## src/rtl/twiddle_rom_sequencer_if.sv

```systemverilog
// ---------------------------------------------------------------------------
// twiddle_rom_sequencer_if
//
// Purpose:
//   Word stream from the twiddle ROM sequencer to the FFT butterfly. Each
//   word carries the ROM data plus its group/index tag and a last flag.
//   Flow control is valid/ready. A word transfers (fire) on the rising clock
//   edge where tw_valid and tw_ready are both high.
//
// Parameters:
//   DATA_W  width of a twiddle word (Q8.8 by default)
//   GRP_W   width of the group field (ROM address width minus 2)
//
// Signals:
//   tw_valid  source -> sink  tw_data/tw_group/tw_idx/tw_last are valid
//   tw_ready  sink -> source  sink accepts the current word
//   tw_data   source -> sink  twiddle word
//   tw_group  source -> sink  group the word belongs to
//   tw_idx    source -> sink  index of the word within its group (0..3)
//   tw_last   source -> sink  final word of the sequence
//
// Modports:
//   master  the sequencer (drives the word, samples ready)
//   slave   the butterfly (samples the word, drives ready)
// ---------------------------------------------------------------------------
interface twiddle_rom_sequencer_if #(
  parameter int DATA_W = 16,
  parameter int GRP_W  = 3
);

  logic              tw_valid;
  logic              tw_ready;
  logic [DATA_W-1:0] tw_data;
  logic [GRP_W-1:0]  tw_group;
  logic [1:0]        tw_idx;
  logic              tw_last;

  modport master (
    output tw_valid,
    output tw_data,
    output tw_group,
    output tw_idx,
    output tw_last,
    input  tw_ready
  );

  modport slave (
    input  tw_valid,
    input  tw_data,
    input  tw_group,
    input  tw_idx,
    input  tw_last,
    output tw_ready
  );

endinterface : twiddle_rom_sequencer_if

```

## src/rtl/twiddle_rom_sequencer.sv

```systemverilog
// ---------------------------------------------------------------------------
// twiddle_rom_sequencer
//
// Purpose:
//   Sequences reads of a registered twiddle ROM (1-cycle read latency) for
//   the FFT stage of the CWT pipeline. A start pulse in IDLE captures an
//   inclusive range of 4-entry twiddle groups. The block then walks the ROM
//   addresses {group, idx} of that range and streams every word to the
//   butterfly with valid/ready flow control. Each word is tagged with its
//   group, its index and a last flag.
//
// Parameters:
//   ADDR_W  ROM address width. The group field has ADDR_W-2 bits and the
//           index field has 2 bits.
//   DATA_W  ROM word width (Q8.8 twiddle).
//   GROUPS  number of populated groups. The legal group numbers are
//           0..GROUPS-1.
//
// Ports:
//   clk        in   single clock, all logic on the rising edge
//   rst        in   synchronous reset, active high
//   start      in   start pulse, accepted only in IDLE
//   grp_first  in   first group to stream, sampled on an accepted start
//   grp_last   in   last group to stream (inclusive), sampled on an
//                   accepted start
//   abort      in   (only with TWSEQ_ABORT_EN) ends a running sequence
//   busy       out  high while filling or streaming
//   done       out  one-cycle pulse when a sequence ends
//   cfg_err    out  valid with done. 1 = range rejected, nothing streamed.
//   rom_addr   out  ROM address (combinational)
//   rom_data   in   registered ROM output
//   tw         master modport of twiddle_rom_sequencer_if (word stream)
//
// Configuration:
//   TWSEQ_ABORT_EN  When defined, adds the abort input. abort in FILL or
//                   STREAM ends the sequence through DONE with cfg_err=0.
//                   abort takes priority over a simultaneous fire. When the
//                   macro is undefined, a sequence always runs to its last
//                   word or to rst.
// ---------------------------------------------------------------------------
module twiddle_rom_sequencer #(
  parameter int ADDR_W = 5,
  parameter int DATA_W = 16,
  parameter int GROUPS = 7
) (
  input  logic              clk,
  input  logic              rst,
  input  logic              start,
  input  logic [ADDR_W-3:0] grp_first,
  input  logic [ADDR_W-3:0] grp_last,
`ifdef TWSEQ_ABORT_EN
  input  logic              abort,
`endif
  output logic              busy,
  output logic              done,
  output logic              cfg_err,
  output logic [ADDR_W-1:0] rom_addr,
  input  logic [DATA_W-1:0] rom_data,
  twiddle_rom_sequencer_if.master tw
);

  localparam int GRP_W = ADDR_W - 2;

  // GROUPS can equal 2**GRP_W, so the range check needs one extra bit.
  localparam logic [GRP_W:0] GROUPS_LIM = (GRP_W + 1)'(GROUPS);

  typedef enum logic [1:0] {
    S_IDLE   = 2'd0,
    S_FILL   = 2'd1,
    S_STREAM = 2'd2,
    S_DONE   = 2'd3
  } state_t;

  state_t            state_q, state_d;
  logic [ADDR_W-1:0] cur_q,   cur_d;    // address of the word being shown
  logic [GRP_W-1:0]  last_q,  last_d;   // captured grp_last
  logic              err_q,   err_d;    // range of the last start was rejected

  logic              range_bad;
  logic              abort_req;
  logic              streaming;
  logic              fire;
  logic              cur_is_last;
  logic [ADDR_W-1:0] cur_next;

  // -------------------------------------------------------------------------
  // Decode
  // -------------------------------------------------------------------------
  assign range_bad = (grp_first > grp_last) || ({1'b0, grp_last} >= GROUPS_LIM);

`ifdef TWSEQ_ABORT_EN
  assign abort_req = abort;
`else
  assign abort_req = 1'b0;
`endif

  assign streaming   = (state_q == S_STREAM);
  assign fire        = streaming && tw.tw_ready;
  assign cur_is_last = (cur_q == {last_q, 2'b11});

  // A plain increment of {group, idx} wraps idx 3 -> 0 and carries into the
  // group field.
  assign cur_next = cur_q + ADDR_W'(1);

  // -------------------------------------------------------------------------
  // Outputs
  // -------------------------------------------------------------------------
  assign busy    = (state_q == S_FILL) || streaming;
  assign done    = (state_q == S_DONE);
  assign cfg_err = err_q;

  // The ROM word lines up with cur_q because rom_addr always ran one cycle
  // ahead of cur_q. So the data can pass straight through.
  assign tw.tw_valid = streaming;
  assign tw.tw_data  = rom_data;
  assign tw.tw_group = cur_q[ADDR_W-1:2];
  assign tw.tw_idx   = cur_q[1:0];
  assign tw.tw_last  = streaming && cur_is_last;

  // -------------------------------------------------------------------------
  // Next-state and ROM address
  // -------------------------------------------------------------------------
  always_comb begin
    // NOTE: every signal written here gets a default first. No path through
    // the case can leave one unassigned, so no latch is inferred.
    state_d  = state_q;
    cur_d    = cur_q;
    last_d   = last_q;
    err_d    = err_q;
    rom_addr = cur_q;

    unique case (state_q)
      S_IDLE: begin
        if (start) begin
          if (range_bad) begin
            err_d   = 1'b1;
            state_d = S_DONE;
          end else begin
            err_d   = 1'b0;
            cur_d   = {grp_first, 2'b00};
            last_d  = grp_last;
            state_d = S_FILL;
          end
        end
      end

      // rom_addr = cur_q here, so the first word is on rom_data in STREAM.
      S_FILL: begin
        state_d = abort_req ? S_DONE : S_STREAM;
      end

      // On a fire, present the next address now. The ROM output then matches
      // the shown word on the following cycle. When the word stalls, the
      // address and the data both hold.
      S_STREAM: begin
        if (fire) begin
          cur_d    = cur_next;
          rom_addr = cur_next;
          if (cur_is_last) begin
            state_d = S_DONE;
          end
        end
        if (abort_req) begin
          state_d = S_DONE;
        end
      end

      S_DONE: begin
        state_d = S_IDLE;
      end

      default: begin
        state_d = S_IDLE;
      end
    endcase
  end

  // -------------------------------------------------------------------------
  // State registers
  // -------------------------------------------------------------------------
  always_ff @(posedge clk) begin
    // NOTE: use non-blocking assignments for all state. Every register then
    // updates from pre-edge values, whatever order the simulator runs the
    // processes in.
    if (rst) begin
      state_q <= S_IDLE;
      cur_q   <= '0;
      last_q  <= '0;
      err_q   <= 1'b0;
    end else begin
      state_q <= state_d;
      cur_q   <= cur_d;
      last_q  <= last_d;
      err_q   <= err_d;
    end
  end

endmodule : twiddle_rom_sequencer

```

## src/flat_wrapper.sv

```systemverilog
// flat-port wrapper written by rule: the top's interface ports become plain ports
module twiddle_rom_sequencer_flat 
#(
  parameter int ADDR_W = 5,
  parameter int DATA_W = 16,
  parameter int GROUPS = 7
)
  (clk, rst, start, grp_first, grp_last, busy, done, cfg_err, rom_addr, rom_data, tw_tw_valid, tw_tw_data, tw_tw_group, tw_tw_idx, tw_tw_last, tw_tw_ready);
  twiddle_rom_sequencer_if #(.DATA_W(DATA_W), .GRP_W(ADDR_W-2)) tw_i ();
  input  logic clk;
  input  logic rst;
  input  logic start;
  input  logic [ADDR_W-3:0] grp_first;
  input  logic [ADDR_W-3:0] grp_last;
  output logic busy;
  output logic done;
  output logic cfg_err;
  output logic [ADDR_W-1:0] rom_addr;
  input  logic [DATA_W-1:0] rom_data;
  output wire logic [$bits(tw_i.tw_valid)-1:0] tw_tw_valid;
  output wire logic [$bits(tw_i.tw_data)-1:0] tw_tw_data;
  output wire logic [$bits(tw_i.tw_group)-1:0] tw_tw_group;
  output wire logic [$bits(tw_i.tw_idx)-1:0] tw_tw_idx;
  output wire logic [$bits(tw_i.tw_last)-1:0] tw_tw_last;
  input wire logic [$bits(tw_i.tw_ready)-1:0] tw_tw_ready;
  assign tw_tw_valid = tw_i.tw_valid;
  assign tw_tw_data = tw_i.tw_data;
  assign tw_tw_group = tw_i.tw_group;
  assign tw_tw_idx = tw_i.tw_idx;
  assign tw_tw_last = tw_i.tw_last;
  assign tw_i.tw_ready = tw_tw_ready;
  twiddle_rom_sequencer #(.ADDR_W(ADDR_W), .DATA_W(DATA_W), .GROUPS(GROUPS)) u_core (.clk(clk), .rst(rst), .start(start), .grp_first(grp_first), .grp_last(grp_last), .busy(busy), .done(done), .cfg_err(cfg_err), .rom_addr(rom_addr), .rom_data(rom_data), .tw(tw_i));
endmodule
```

## config.mk

```make
export PLATFORM = sky130hd
export DESIGN_NAME = twiddle_rom_sequencer_flat
export DESIGN_NICKNAME = d
export VERILOG_FILES = /design/src/rtl/twiddle_rom_sequencer_if.sv /design/src/rtl/twiddle_rom_sequencer.sv /design/src/flat_wrapper.sv
export SDC_FILE = /design/constraint.sdc
export NUM_CORES = 1
export LEC_CHECK = 0
export CAP_MARGIN = 20
export CORE_MARGIN = 4
export CORE_UTILIZATION = 25
export CTS_CLUSTER_DIAMETER = 30
export DETAILED_ROUTE_END_ITERATION = 12
export PLACE_DENSITY = 0.59
export SLEW_MARGIN = 30
export SYNTH_ARGS = -nofsm -noshare
export SYNTH_HDL_FRONTEND = slang
export SYNTH_SLANG_ARGS = --single-unit
```

## constraint.sdc

```tcl
create_clock -name clk -period 2.1 [get_ports clk]
set_input_delay 0.21 -clock clk [delete_from_list [all_inputs] [get_ports clk]]
set_output_delay 0.21 -clock clk [all_outputs]
set_load 0.02 [all_outputs]
```

==> notes.md, run 1 <==
impl run done, here's what came out: run status=complete, no violations, switching share of total power=38.26%, Post-Syn Instances=110, DP Cell Count=173, post-synthesis async set-or-reset flop share=0%, Reg clk slew, reported paths=50 ps, DPL Wire Length=1842 um, Comb power frac=54.1%, Avg Synthesized Cell Area=8.372 um^2, first-pass GRT wire length=3594 um, endpoints failing setup=0, Synth top area share=23.91%, Yosys reg bits=11, yosys cell count=110, synthesized area=920.9 um^2, hold bufs inserted after CTS=0, die area=4718 um^2, # diodes=0, setup slack, reg-to-reg=160 ps, CP max FO=9, Max Freq=0.4947 GHz, worst hold start=rom_data[12], Yosys top cell by area=dfxtp_1, Worst-Skew Late Latency=240 ps, top cells by area=dfxtp_1, buf_4, ha_1, Power Dens Cells=893.2 nW/um^2, Reg2Reg Depth=8, Internal Dissipation=0.6714 mW, Seq group=0.289 mW, total negative setup slack=0 ps, RSZ-0062 raised after global routing=no, total wire length=2263 um, routed via count=818, RD Place Congestion=0.7457, final worst path period share=96.27%, crit end category=output pin, Clock power frac=19.2%
[run 1: layout make-up]
| class | count | area, um^2 |
|---|---|---|
| well taps | 46 | 57.56 |
| inverters | 7 | 26.28 |
| multi-input cells | 74 | 548.0 |
| flip-flops and latches | 11 | 220.2 |
| clock buffers | 4 | 45.04 |
| fillers | 368 | 2225 |
| repair buffers | 35 | 320.3 |
[run 1: placed cells by master, fill, tap and decap left out, types with 2 or more instances in the layout]
cell type         n
ha_1              7
or2_2             2
dfxtp_1          11
nand4_1           2
dlygate4sd2_1     4
nand2b_1          5
and2_1            2
inv_1             7
nor2_1            6
clkbuf_8          3
o32ai_1           2
xnor2_1           7
clkdlybuf4s50_1  19
a2bb2oi_1         2
nand3b_1          2
a21oi_1           8
nand3_1           4
mux2i_1           5
nor3_1            2
nand2_1           5
buf_4            11
[run 1: what timing repair did]
item,4_1_cts,5_1_grt
gates cloned,0,0
gates resized,4,2
hold endpoints to repair,0,0
endpoints found under the setup margin,4,5
[run 1: flip-flops by register name (all words and copies together) (netlist names)]
signal          flops
u_core.cur_q        5
u_core.last_q       3
u_core.state_q      2
u_core.cfg_err      1
[run 1: critical path, cell delays in order, from the launching register on]
cell	delay, ps
dfxtp_1	310
inv_1	80
ha_2	250
buf_4	190
and2_1	150
clkdlybuf4s50_1	600
[run 1: cell families after synthesis]
logic type / after synthesis / share of synthesized area, %
compound gates: 19 / 14.68
xor+xnor: 7 / 6.658
fa+ha+maj: 8 / 10.87
buf+inv: 25 / 16.85
flops: 11 / 23.91
mux: 6 / 6.658
simple gates: 34 / 20.38
[run 1: routing by layer]
metal  track usage [%]  share of wire [%]  vias up
li1                  -                  -      411
met1             12.49                 48      378
met2             16.09                 46       27
met3             3.728                6.3        2
met4             2.190               0.27        0
met5                 0                  0        -
==> run_1/placed.png <==
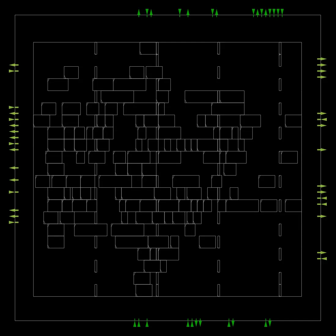
Layout Cells excl Fill: 177
registers: 11
Filler cells: 368
Seq/total area: 18.09%
Final Util: 35.37%

==> run_1/layers.png <==
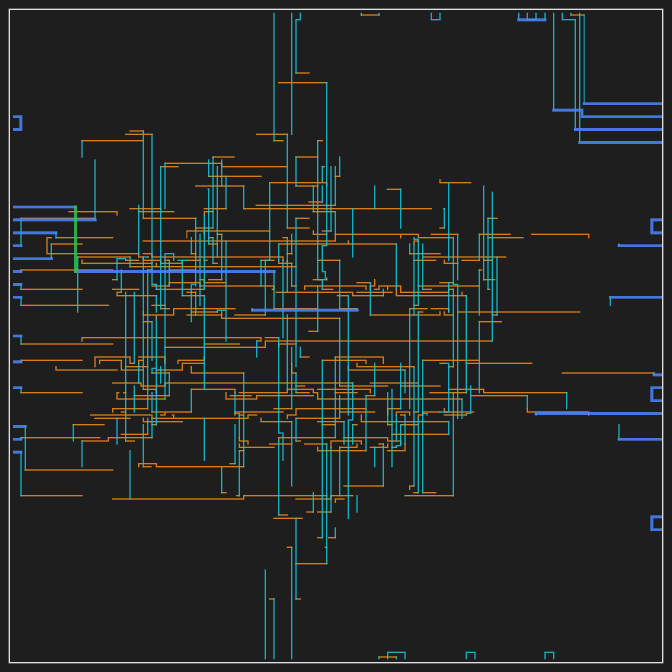
- M4: green (wire length 6.80 um)
- M1: orange (wire length 1080 um)
- M3: blue (wire length 143 um)
- M2: cyan (wire length 1040 um)

==> run_1/port_trees.png <==
Bar = 20 um.
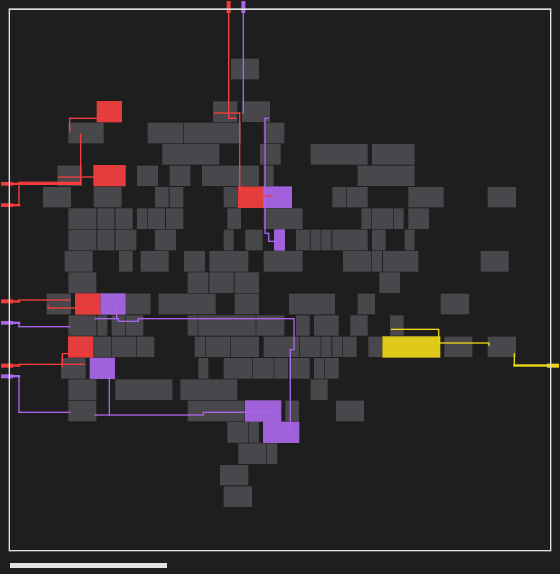
- rom_addr: red (bits 5; direction output; edge 4 west, 1 north; end cells 5; wire 99.3 um)
- grp_first: purple (bits 3; direction input; edge 2 west, 1 north; end cells 6; wire 121 um)
- cfg_err: yellow (bits 1; direction output; edge east; end cells 1; wire 20.4 um)
I/O Buffers: 24
I/O pin cnt: 57

--- run 2 (diff from run 1) ---
- CORE_MARGIN: 4 -> unset
==> notes.md, run 2 <==
impl run done, here's what came out: crit end category=output pin (unchanged), Final Util=35.48% (was 35.37%), Seq/total area=18.14% (was 18.09%), Avg Synthesized Cell Area=8.372 um^2 (unchanged), CP max FO=5 (was 9), yosys xor share=6.658% (unchanged), Post-Syn Instances=110 (unchanged), number of flip-flops under the largest register name=5 (unchanged), Clock-cell share=3.689% (was 3.700%), dominant logic cell type in the layout=clkdlybuf4s50_1 (unchanged), WP buf/inv=3 (unchanged), Top cell by count, worst path=inv_1, Crit-path slowest cell=dlygate4sd2_1 (was clkdlybuf4s50_1), Register Area=221.5 um^2 (was 220.2 um^2), GR Util met3=3.650% (was 3.728%), kind of cell adding the most delay to the critical path=buffers and inverters (unchanged), busiest layer in global routing=met2 (unchanged), Mux area share=6.658% (unchanged), total negative setup slack=0 ps (unchanged), largest register by flop count=u_core.cur_q (unchanged), Max stage delay on crit path=340 ps (was 600 ps), Regs by FF count=u_core.cur_q (5), u_core.last_q (3), u_core.state_q (2) (unchanged), RSZ-0062 raised after global routing=no (unchanged), Synth Area in Simple Gates=20.38% (unchanged), routed via count=820 (was 818), yosys cell count=110 (unchanged), endpoints failing setup=0 (unchanged), RD Place Congestion=0.7511 (was 0.7457), I/O pin cnt=57 (unchanged), first-pass GRT wire length=3781 um (was 3594 um), Yosys top cell by area=dfxtp_1 (unchanged), Non-clock buffers=35 (unchanged), Data buffer area share=26.43% (was 26.31%), Power Dens Cells=904.4 nW/um^2 (was 893.2 nW/um^2), final worst path period share=93.77% (was 96.27%), Comb/total area=44.88% (was 45.02%), die area=3930 um^2 (was 4718 um^2), Filler cells=359 (was 368), Worst-Skew Late Latency=240 ps (about the same), Top non-seq family=simple AND/OR/NAND/NOR gates (unchanged), registers=11 (unchanged), Synth top area share=23.91% (unchanged), run status=complete, no violations (unchanged), hold bufs inserted after CTS=0 (unchanged), met2 GRT Util=18.61% (was 16.09%)
run 2: power breakdown:
part | switching (mW) | internal (mW)
clock | 0.0890 | 0.134
sequential | 0.0373 | 0.251
combinational | 0.304 | 0.289
run 2: worst register-to-register path, cell delays in order (launching register included):
cell and delay (ps):
dfxtp_1 320, inv_1 60, buf_4 140, ha_1 250
nand2b_1 190, a41oi_2 210, o21ai_2 100, or4b_1 470
o21ai_1 80
run 2: worst paths after layout:
kind         slack [ps]  cells past startpoint          endpoint
min                 420                      0    tw_tw_data[12]
max                 130                      6       rom_addr[3]
min reg2reg         520                      2  u_core.last_q[0]
max reg2reg         210                      8   u_core.cur_q[1]
run 2: stage by stage:
| step | instances | total power, mW | setup WS [ps] | hold slack, ps |
|---|---|---|---|---|
| 3_3_place_gp | 173 | 0.8806 | -15.81 | 420.1 |
| 6_report | 177 | 1.104 | 130.9 | 420.0 |
| 4_1_cts | 177 | 1.109 | 10.16 | 420.1 |
| 3_5_place_dp | 173 | 0.8910 | -43.53 | 420.1 |
| 5_1_grt | 177 | 1.193 | 24.92 | 420.0 |
| 2_1_floorplan | 110 | 0.6956 | 171.5 | 357.2 |
run 2: repair_timing:
item | 4_1_cts | 5_1_grt
resized | 4 | 4
setup buffers | 0 | 0
endpoints found under the setup margin | 4 | 4
run 2: logic make-up after synthesis:
logic type / count (synthesis)
AND/OR/NAND/NOR: 34
flip-flops: 11
buffers and inverters: 25
adder cells (fa/ha/maj): 8
AND-OR/OR-AND: 19
XOR/XNOR: 7
multiplexers: 6
run 2: per-layer routing:
layer,wire [um],up-vias,part of all wire (%)
met4,24,0,1.1
met3,168,2,7.7
met1,1021,380,47
met2,973,32,44
li1,-,406,-
met5,0,-,0
==> run_2/port_trees.png <==
Bar = 20 um.
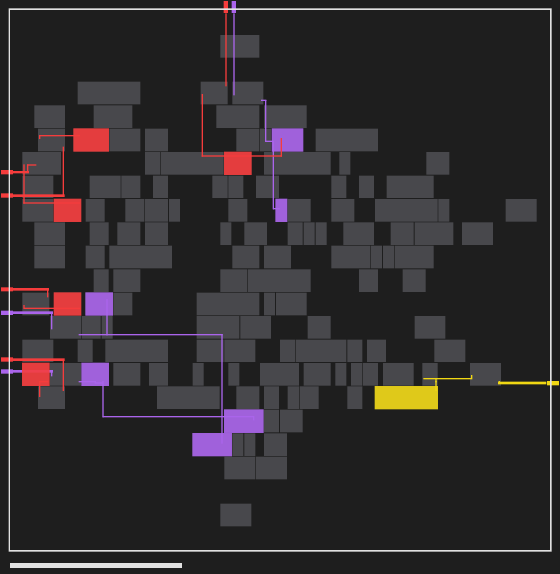

==> run_2/class_map.png <==
Fill, decap, tap and diode cells in grey.
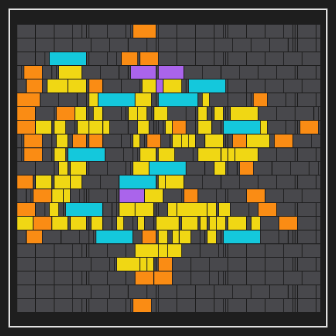
- clock drivers and dummy loads: purple (cells 4)
- remaining buffers and delay cells: orange (cells 35)
- registers: cyan (cells 11)
- remaining logic cells: yellow (cells 81)

--- run 3 (diff from run 2) ---
- GPL_ROUTABILITY_DRIVEN: unset -> 0
==> notes.md, run 3 <==
impl run done, here's what came out: Post-CTS Setup Bufs=0 (unchanged), Worst-Skew Late Latency=240 ps (about the same), clkbuf count=4 (unchanged), yosys xor share=6.658% (unchanged), Reg clk slew, reported paths=50 ps (about the same), dominant logic cell type in the layout=clkdlybuf4s50_1 (unchanged), top cells by area=dfxtp_1, buf_4, ha_1 (unchanged), Synth top area share=23.91% (unchanged), DPL Wire Length=1730 um (unchanged), number of flip-flops under the largest register name=5 (unchanged), dpl ws=-43.53 ps (unchanged), Yosys reg bits=11 (unchanged), crit end category=output pin (unchanged), die area=3930 um^2 (unchanged), synthesized area=920.9 um^2 (unchanged), TAP cells=46 (unchanged), Mux area share=6.658% (unchanged), yosys cell count=110 (unchanged), inverters=7 (unchanged), I/O Buffers=24 (unchanged), post-synthesis async set-or-reset flop share=0% (unchanged), I/O pin cnt=57 (unchanged), Register Area=221.5 um^2 (unchanged), hold bufs inserted after CTS=0 (unchanged), Synth Area in Adders=10.87% (unchanged), Top Layout Cells=clkdlybuf4s50_1, buf_4, dfxtp_1 (unchanged), CP max FO=5 (unchanged), Comb/total area=44.88% (unchanged), routed via count=820 (unchanged), Clock-cell share=3.689% (unchanged), run status=complete, no violations (unchanged), Data buffer area share=26.43% (unchanged)
==> run 3: cell counts in the layout (fill, tap and decap cells not counted) <==
Identical to the previous run, type by type.
==> run 3: critical path: stages, from the launching register on <==
cell	delay (ps)
dfxtp_1	310
inv_1	70
ha_2	250
inv_1	90
or2_2	320
xnor2_1	130
dlygate4sd2_1	340
==> run 3: final timing paths <==
kind / start / to / cells past startpoint / slack [ps]
worst max register to register: u_core.state_q[0] / u_core.cur_q[1] / 8 / 210
worst min register to register: u_core.last_q[0] / u_core.last_q[0] / 2 / 520
worst max-delay path: u_core.state_q[0] / rom_addr[3] / 6 / 130
worst min-delay path: rom_data[12] / tw_tw_data[12] / 0 / 420
==> run 3: what timing repair did <==
item / 4_1_cts / 5_1_grt
gates resized: 4 / 4
setup endpoints to repair: 4 / 4
endpoints found under the hold margin: 0 / 0
==> run 3: layer usage <==
layer / part of all wire [%] / GRT usage (%) / up-vias
met5: 0 / 0 / -
li1: - / - / 406
met2: 44 / 18.61 / 32
met3: 7.7 / 3.650 / 2
met1: 47 / 15.66 / 380
met4: 1.1 / 4.942 / 0
==> run 3: where the power goes <==
group          switching (mW)  internal (mW)
Sequential             0.0373          0.251
Clock                  0.0890          0.134
Combinational           0.304          0.289
==> run 3: metrics by stage <==
stage,setup TNS (ps),std cells
2_1_floorplan,0,110
3_3_place_gp,-15.81,173
3_5_place_dp,-44.08,173
4_1_cts,0,177
5_1_grt,0,177
6_report,0,177
==> run 3: kinds of logic (layout without fill, tap and decap cells) <==
family / after synthesis / in the layout
adders and majority gates: 8 / 8
DFF: 11 / 11
and+or+nand+nor: 34 / 34
xor gates and xnor gates: 7 / 7
AOI/OAI and AO/OA: 19 / 19
buffers and inverters: 25 / 46
muxes: 6 / 6
==> run_3/class_map.png <==
Fill, decap, tap and diode cells in grey.
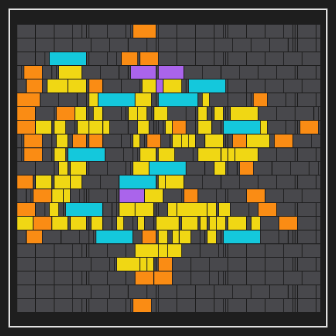
row count: 21
Seq/total area: 18.14%
post-route cell area: 1221 um^2
Final Util: 35.48%

==> run_3/layers.png <==
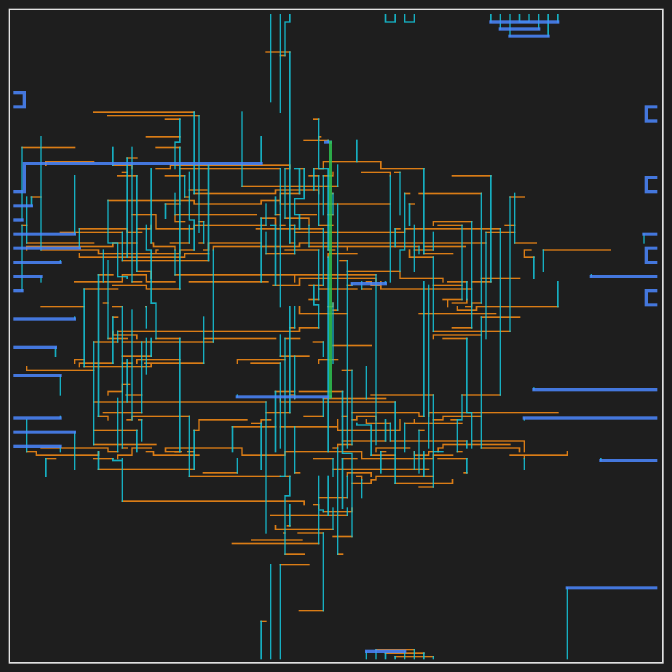
- M1: orange (wire length 1020 um)
- M2: cyan (wire length 973 um)
- M3: blue (wire length 168 um)
- M4: green (wire length 24.5 um)

No activity file was given, so power comes from the tool's default toggle rates.
